Design morse_symbol_timer, sky130hd; sources not shown.
Figure 1. Sequential cells grouped by signal name.
The bar under the picture is 20 um long. Other sequential cells in the stronger gray, the rest of the logic in the fainter gray.
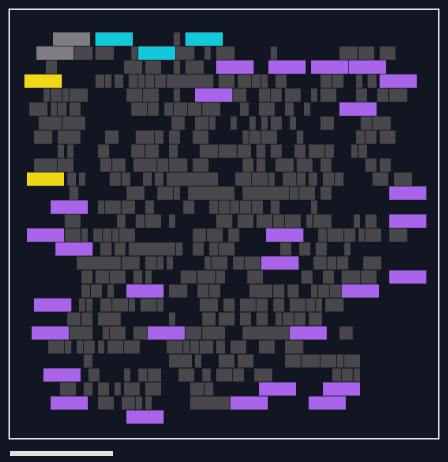
- `sym_type`: cyan (flops 3)
- `r_cnt`: purple (flops 28; where all over the die)
- `r_state`: yellow (flops 2)
- not colored: 2
Seq area share: 22.4%
Seq power: 0.000369 W

Figure 2. Clock wiring as the flow saved it.
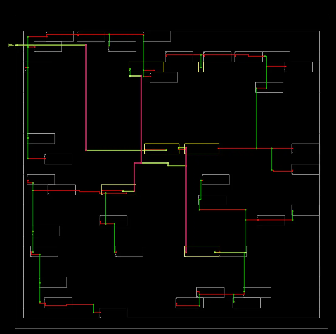
Clk Latency, worst-skew pair: 0.28 ns
clkbuf count: 5
TritonCTS Buffers: 5
Clock Skew: 0.00441 ns
clock sinks: 35

==> changes_impl.md <==
## Flow update

* Status: complete, no violations
* Post-synthesis net count at 375
* Synth area leaders: dfxtp_1, a32oi_1, nand4_1
* DRT iter0 DRCs at 472
* Vias in the first global route at 2657
* Max-cap violations at 0
* IR Drop Worst-Case VDD at approximately 210 uV
* Signal buffers at 21
* Ys Warns at 0
* Clock-pin slew on the worst setup and hold paths at 0.05 ns
* Setup bufs post-CTS at 0
* Core footprint at 5990 sq um
* Worst setup EP type: flop
* Synth Register Bits at 35
* CP Cell Sequence: ha_1, and3_1, nand4_2, o31a_1, o211a_2, and4b_1, a2111oi_4, and3_1, a221o_1
* Worst Path Buf+Inv at 0
* First-pass GRT wire length at roughly 15000 um
* Nets at approximately 370
* Post-DR wirelength/cell at 21.7 um
* Gpl congestion at 0.927
* Ports at 8
* M2 GR Usage at 40.6%
* Hold Crit Class: flop to flop
* CP required at 4.13 ns
* Top cell by count, worst path: and3_1
* Met3 wire length at 832 um
* # hold bufs at CTS at 0
* Die Size at 6920 sq um
* Critical path type: flop to flop
* Top-count cell post-synth: dfxtp_1
* Post-synth seq share at 24.3%
* Yosys cell count at 366
* Final worst setup slack at roughly 0.34 ns
* Met2 wire len at 4120 um
* Cell Area, Synth at 2880 sq um
* Ys async rst share at 0%
* Initial antenna violation count at 0
* Finished Cell Area at ~3100 sq um
* Kind of start point of the critical path: flop
==> through the flow <==
stage / util [%] / hold WS, ns
floorplan: - / 0.479
detailed placement: 50.0 / 0.455
CTS: 52.1 / 0.466
global placement: 50.0 / 0.448
global route: 52.1 / 0.489
finish: 52.1 / 0.458
==> power by group <==
part	internal (W)	switching, W
sequential	0.000363	0.00000612
combinational	0.0000413	0.0000674
clock	0.000227	0.000144
==> cells by family after synthesis <==
kind of cell               Yosys count  synth area share (%)
DFF                                 35                  24.3
adders and majority gates            6                  2.60
buffers and inverters               53                  7.86
xor gates and xnor gates             8                  2.43
muxes                                9                  3.13
AOI/OAI and AO/OA                   98                  27.3
and+or+nand+nor                    157                  32.3
==> worst min-delay path: cells and delay by family (launching register included) <==
family,cells,cell delay [ns]
muxes,1,0.06
and+or+nand+nor,1,0.05
DFF,1,0.30
No activity file was given, so power comes from the tool's default toggle rates.
